## src/rtl/cpu_control_unit.sv

```systemverilog
// Multi-cycle FETCH/DECODE/EXEC/WB controller for the 8-bit CPU.
// Decodes one instruction per handshake into ALU and register-file controls and owns the PC.
module cpu_control_unit #(
  parameter int unsigned PC_WIDTH = 32
) (
  input  logic                CLK,
  input  logic                RESET,
  input  logic [31:0]         INSTRUCTION,
  input  logic                INSTR_VALID,
  output logic                INSTR_READY,
  input  logic                ZERO,
  output logic [2:0]          ALUOP,
  output logic                IMM_SEL,
  output logic                NEG_SEL,
  output logic [7:0]          IMMEDIATE,
  output logic [2:0]          READ_REG1,
  output logic [2:0]          READ_REG2,
  output logic [2:0]          WRITE_REG,
  output logic                WRITE_ENABLE,
  output logic [PC_WIDTH-1:0] PC,
  output logic                ILLEGAL
);

  localparam logic [1:0] S_FETCH  = 2'd0;
  localparam logic [1:0] S_DECODE = 2'd1;
  localparam logic [1:0] S_EXEC   = 2'd2;
  localparam logic [1:0] S_WB     = 2'd3;

  localparam logic [2:0] ALU_FWD = 3'b000;
  localparam logic [2:0] ALU_ADD = 3'b001;
  localparam logic [2:0] ALU_AND = 3'b010;
  localparam logic [2:0] ALU_OR  = 3'b011;
  localparam logic [2:0] ALU_ROR = 3'b100;
  localparam logic [2:0] ALU_MUL = 3'b101;
  localparam logic [2:0] ALU_SRA = 3'b110;
  localparam logic [2:0] ALU_SLL = 3'b111;

  localparam logic [1:0] BR_NONE   = 2'd0;
  localparam logic [1:0] BR_ALWAYS = 2'd1;
  localparam logic [1:0] BR_EQ     = 2'd2;
  localparam logic [1:0] BR_NE     = 2'd3;

  localparam logic [7:0] OP_LOADI = 8'h00;
  localparam logic [7:0] OP_MOV   = 8'h01;
  localparam logic [7:0] OP_ADD   = 8'h02;
  localparam logic [7:0] OP_SUB   = 8'h03;
  localparam logic [7:0] OP_AND   = 8'h04;
  localparam logic [7:0] OP_OR    = 8'h05;
  localparam logic [7:0] OP_J     = 8'h06;
  localparam logic [7:0] OP_BEQ   = 8'h07;
  localparam logic [7:0] OP_BNE   = 8'h08;
  localparam logic [7:0] OP_ROR   = 8'h09;
  localparam logic [7:0] OP_MULT  = 8'h0A;
  localparam logic [7:0] OP_SRA   = 8'h0B;
  localparam logic [7:0] OP_SLL   = 8'h0C;
  localparam logic [7:0] OP_SRL   = 8'h0D;

  logic [1:0]          state_q, state_d;
  logic [2:0]          aluop_q, aluop_d;
  logic                imm_sel_q, imm_sel_d;
  logic                neg_sel_q, neg_sel_d;
  logic [7:0]          imm_q, imm_d;
  logic [2:0]          rreg1_q, rreg1_d;
  logic [2:0]          rreg2_q, rreg2_d;
  logic [2:0]          wreg_q, wreg_d;
  logic                we_q, we_d;
  logic                ill_q, ill_d;
  logic [PC_WIDTH-1:0] pc_q, pc_d;
  logic                wr_pend_q, wr_pend_d;
  logic                ill_pend_q, ill_pend_d;
  logic [1:0]          br_kind_q, br_kind_d;
  logic [7:0]          offset_q, offset_d;
  logic                taken_q, taken_d;

  logic [2:0]          dec_aluop;
  logic                dec_imm_sel;
  logic                dec_neg_sel;
  logic [7:0]          dec_imm;
  logic                dec_write;
  logic                dec_illegal;
  logic [1:0]          dec_br_kind;
  logic                handshake;
  logic [PC_WIDTH-1:0] pc_step;
  logic [PC_WIDTH-1:0] br_off;
  logic                unused_instr_bits;

  assign INSTR_READY       = (state_q == S_FETCH) && !RESET;
  assign handshake         = INSTR_VALID && INSTR_READY;
  assign unused_instr_bits = ^INSTRUCTION[15:11];

  // Opcode decode of the incoming word, registered on the handshake edge.
  always_comb begin
    dec_aluop   = ALU_FWD;
    dec_imm_sel = 1'b0;
    dec_neg_sel = 1'b0;
    dec_imm     = INSTRUCTION[7:0];
    dec_write   = 1'b0;
    dec_illegal = 1'b0;
    dec_br_kind = BR_NONE;
    case (INSTRUCTION[31:24])
      OP_LOADI: begin dec_imm_sel = 1'b1; dec_write = 1'b1; end
      OP_MOV:   dec_write = 1'b1;
      OP_ADD:   begin dec_aluop = ALU_ADD; dec_write = 1'b1; end
      OP_SUB:   begin dec_aluop = ALU_ADD; dec_neg_sel = 1'b1; dec_write = 1'b1; end
      OP_AND:   begin dec_aluop = ALU_AND; dec_write = 1'b1; end
      OP_OR:    begin dec_aluop = ALU_OR; dec_write = 1'b1; end
      OP_J:     dec_br_kind = BR_ALWAYS;
      OP_BEQ:   begin dec_aluop = ALU_ADD; dec_neg_sel = 1'b1; dec_br_kind = BR_EQ; end
      OP_BNE:   begin dec_aluop = ALU_ADD; dec_neg_sel = 1'b1; dec_br_kind = BR_NE; end
      OP_ROR:   begin dec_aluop = ALU_ROR; dec_imm_sel = 1'b1; dec_write = 1'b1; end
      OP_MULT:  begin dec_aluop = ALU_MUL; dec_write = 1'b1; end
      OP_SRA:   begin dec_aluop = ALU_SRA; dec_imm_sel = 1'b1; dec_write = 1'b1; end
      OP_SLL:   begin dec_aluop = ALU_SLL; dec_imm_sel = 1'b1; dec_write = 1'b1; end
      OP_SRL: begin
        dec_aluop   = ALU_SLL;
        dec_imm_sel = 1'b1;
        dec_imm     = 8'(8'd0 - INSTRUCTION[7:0]);
        dec_write   = 1'b1;
      end
      default:  dec_illegal = 1'b1;
    endcase
  end

  assign pc_step = pc_q + PC_WIDTH'(4);
  assign br_off  = PC_WIDTH'($signed({offset_q, 2'b00}));

  // Next-state and next-output logic; controls hold unless a new word is accepted.
  always_comb begin
    state_d    = state_q;
    aluop_d    = aluop_q;
    imm_sel_d  = imm_sel_q;
    neg_sel_d  = neg_sel_q;
    imm_d      = imm_q;
    rreg1_d    = rreg1_q;
    rreg2_d    = rreg2_q;
    wreg_d     = wreg_q;
    we_d       = we_q;
    ill_d      = ill_q;
    pc_d       = pc_q;
    wr_pend_d  = wr_pend_q;
    ill_pend_d = ill_pend_q;
    br_kind_d  = br_kind_q;
    offset_d   = offset_q;
    taken_d    = taken_q;
    case (state_q)
      S_FETCH: begin
        we_d  = 1'b0;
        ill_d = 1'b0;
        if (handshake) begin
          state_d    = S_DECODE;
          aluop_d    = dec_aluop;
          imm_sel_d  = dec_imm_sel;
          neg_sel_d  = dec_neg_sel;
          imm_d      = dec_imm;
          rreg1_d    = INSTRUCTION[10:8];
          rreg2_d    = INSTRUCTION[2:0];
          wreg_d     = INSTRUCTION[18:16];
          wr_pend_d  = dec_write;
          ill_pend_d = dec_illegal;
          br_kind_d  = dec_br_kind;
          offset_d   = INSTRUCTION[23:16];
        end
      end
      S_DECODE: state_d = S_EXEC;
      S_EXEC: begin
        state_d = S_WB;
        we_d    = wr_pend_q;
        ill_d   = ill_pend_q;
        // ZERO is only trusted here, after the ALU has had DECODE+EXEC to settle.
        taken_d = (br_kind_q == BR_ALWAYS) ||
                  ((br_kind_q == BR_EQ) && ZERO) ||
                  ((br_kind_q == BR_NE) && !ZERO);
      end
      default: begin
        state_d = S_FETCH;
        we_d    = 1'b0;
        ill_d   = 1'b0;
        pc_d    = taken_q ? (pc_step + br_off) : pc_step;
      end
    endcase
  end

  always_ff @(posedge CLK) begin
    if (RESET) begin
      state_q    <= S_FETCH;
      aluop_q    <= ALU_FWD;
      imm_sel_q  <= 1'b0;
      neg_sel_q  <= 1'b0;
      imm_q      <= 8'd0;
      rreg1_q    <= 3'd0;
      rreg2_q    <= 3'd0;
      wreg_q     <= 3'd0;
      we_q       <= 1'b0;
      ill_q      <= 1'b0;
      pc_q       <= '0;
      wr_pend_q  <= 1'b0;
      ill_pend_q <= 1'b0;
      br_kind_q  <= BR_NONE;
      offset_q   <= 8'd0;
      taken_q    <= 1'b0;
    end else begin
      state_q    <= state_d;
      aluop_q    <= aluop_d;
      imm_sel_q  <= imm_sel_d;
      neg_sel_q  <= neg_sel_d;
      imm_q      <= imm_d;
      rreg1_q    <= rreg1_d;
      rreg2_q    <= rreg2_d;
      wreg_q     <= wreg_d;
      we_q       <= we_d;
      ill_q      <= ill_d;
      pc_q       <= pc_d;
      wr_pend_q  <= wr_pend_d;
      ill_pend_q <= ill_pend_d;
      br_kind_q  <= br_kind_d;
      offset_q   <= offset_d;
      taken_q    <= taken_d;
    end
  end

  assign ALUOP        = aluop_q;
  assign IMM_SEL      = imm_sel_q;
  assign NEG_SEL      = neg_sel_q;
  assign IMMEDIATE    = imm_q;
  assign READ_REG1    = rreg1_q;
  assign READ_REG2    = rreg2_q;
  assign WRITE_REG    = wreg_q;
  assign WRITE_ENABLE = we_q;
  assign ILLEGAL      = ill_q;
  assign PC           = pc_q;

endmodule
```

## config.mk

```make
export PLATFORM = sky130hd
export DESIGN_NAME = cpu_control_unit
export DESIGN_NICKNAME = d
export VERILOG_FILES = /design/src/rtl/cpu_control_unit.sv
export SDC_FILE = /design/constraint.sdc
export NUM_CORES = 1
export LEC_CHECK = 0
export CAP_MARGIN = 20
export CORE_MARGIN = 2
export CORE_UTILIZATION = 49
export DETAILED_ROUTE_END_ITERATION = 8
export PLACE_DENSITY_LB_ADDON = 0.25
export SKIP_LAST_GASP = 1
export SYNTH_ARGS = -nofsm -noshare
export SYNTH_HDL_FRONTEND = slang
export SYNTH_SLANG_ARGS = --single-unit
```

## constraint.sdc

```tcl
create_clock -name CLK -period 3.55 [get_ports CLK]
set_input_delay 0.5325 -clock CLK [delete_from_list [all_inputs] [get_ports CLK]]
set_output_delay 0.5325 -clock CLK [all_outputs]
set_load 0.02 [all_outputs]
```

Figure 1. Wiring by layer.
Scale bar: 20 um. Two of the layers only.
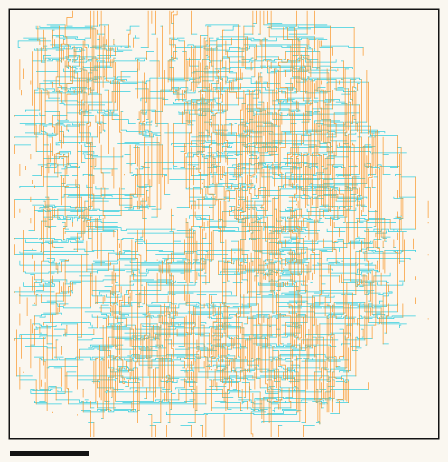
[met1] cyan | wire length: 6780 um
[met2] orange | wire length: 7960 um
total wire length: 16440 um
total number of vias: 5914
DR WL/cell: 16.07 um

Figure 2. Met3 routing.
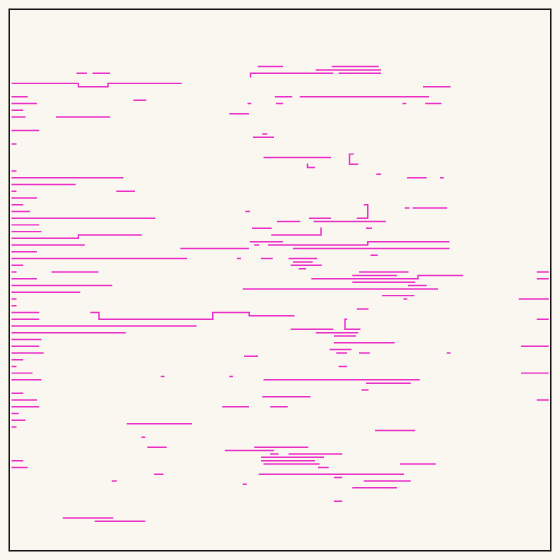
share of all routed wire: 7.1%
wire length on this layer: 1160 um
nets with wire on the layer: 119
main direction: horizontal
met3 Use GR: 0.05200

Figure 3. Clock routing.
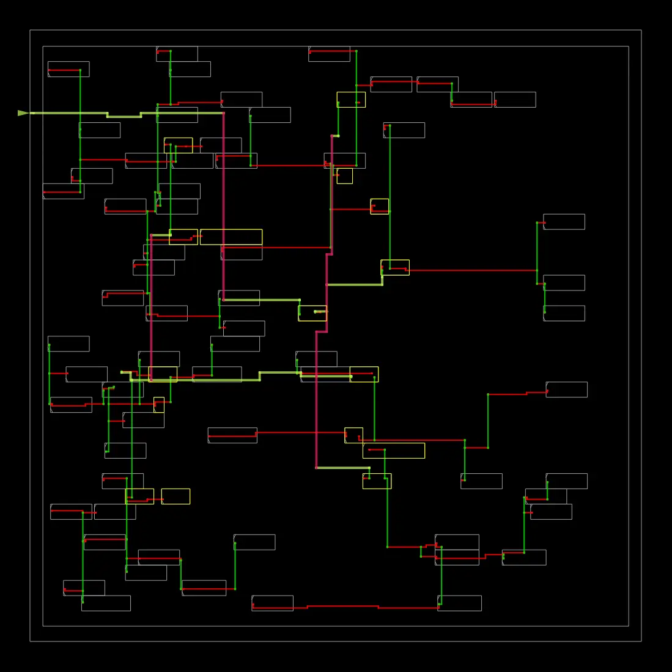
Clock group: 0.000757 W
CTS Buf Count: 9
Clock Skew: 0.01263 ns

==> run_results.csv <==
group,metric,value,unit
outcome,status,"finished, violations left",
outcome,violations,"setup timing",
final_timing,slew_violations,0,
final_timing,setup_viol,2,
finish,logic_gates,583,
worst_setup_path,path_class,"reg2reg",
power,powerSeq,0.000907,W
yosys,yosysUniqueCellTypes,65,
power,power_leader,"combinational logic",
yosys,ys.flop_type,"dfxtp_1",
clock_network,cts_tree,"yes",
finish,n_antenna_cell,0,
power,p_comb,0.00135,W
worst_setup_path,end_kind,"flip-flop",
worst_setup_path,worstReg2RegEnd,"PC[31]",
hold_path,hold_path.class,"reg2reg",
final_timing,rsz0062_at_grt,"yes",
hold_path,hold_end,"ALUOP[0]",
floorplan,fp_util,0.5005,
power,p_sw,0.001190,W
final_timing,worst_slack,-0.1889,ns
clock_network,insertion_delay,0.37,ns
clock_network,clock_sinks,65,
route,drt-pass1-iter-count,5,
power,seq_power_share,0.301,
finish,register_area,0.001326,mm^2
finish,buffers,196,
worst_setup_path,cp_num_cells,16,
placed_design,place_congestion,0.9372,
finish,inverters,23,
finish,largest_reg_flops,30,
yosys,netlist_instances,712,
clock_network,cts_resized,20,
worst_setup_path,cp.required,3.81,ns
floorplan,core-area,0.01079,mm^2
power,vdd.ir_drop.worst,0.0003393,V
route,wl_met3,1164,um
floorplan,io-pin-count,93,
yosys,yosys.area.top_type,"dfxtp_1",
power,combPwrFrac,0.448,
floorplan,die_w,109.0,um
finish,combGateArea,0.004091,mm^2
final_timing,tns,-0.2983,ns
-- metrics by stage --
| stage | std cells | worst slack [ns] | cell area, um^2 | total power [W] |
|---|---|---|---|---|
| floorplan | 713 | 0.01478 | 5479 | 0.001716 |
| global placement | 990 | -0.1180 | 7017 | 0.002160 |
| detailed placement | 990 | -0.2065 | 7017 | 0.002203 |
| CTS | 1012 | -0.07189 | 7402 | 0.002982 |
| global route | 1023 | -0.3622 | 7605 | 0.003200 |
| finish | 1023 | -0.1889 | 7605 | 0.003015 |
-- logic make-up after synthesis --
kind of cell,after synthesis,synth area share
mux,16,0.03011
xor+xnor,51,0.08270
fa+ha+maj,43,0.1010
other cells,1,0.0006943
compound gates,208,0.2476
simple gates,263,0.2472
flops,65,0.2409
buf+inv,65,0.04980
No activity file was given, so power comes from the tool's default toggle rates.
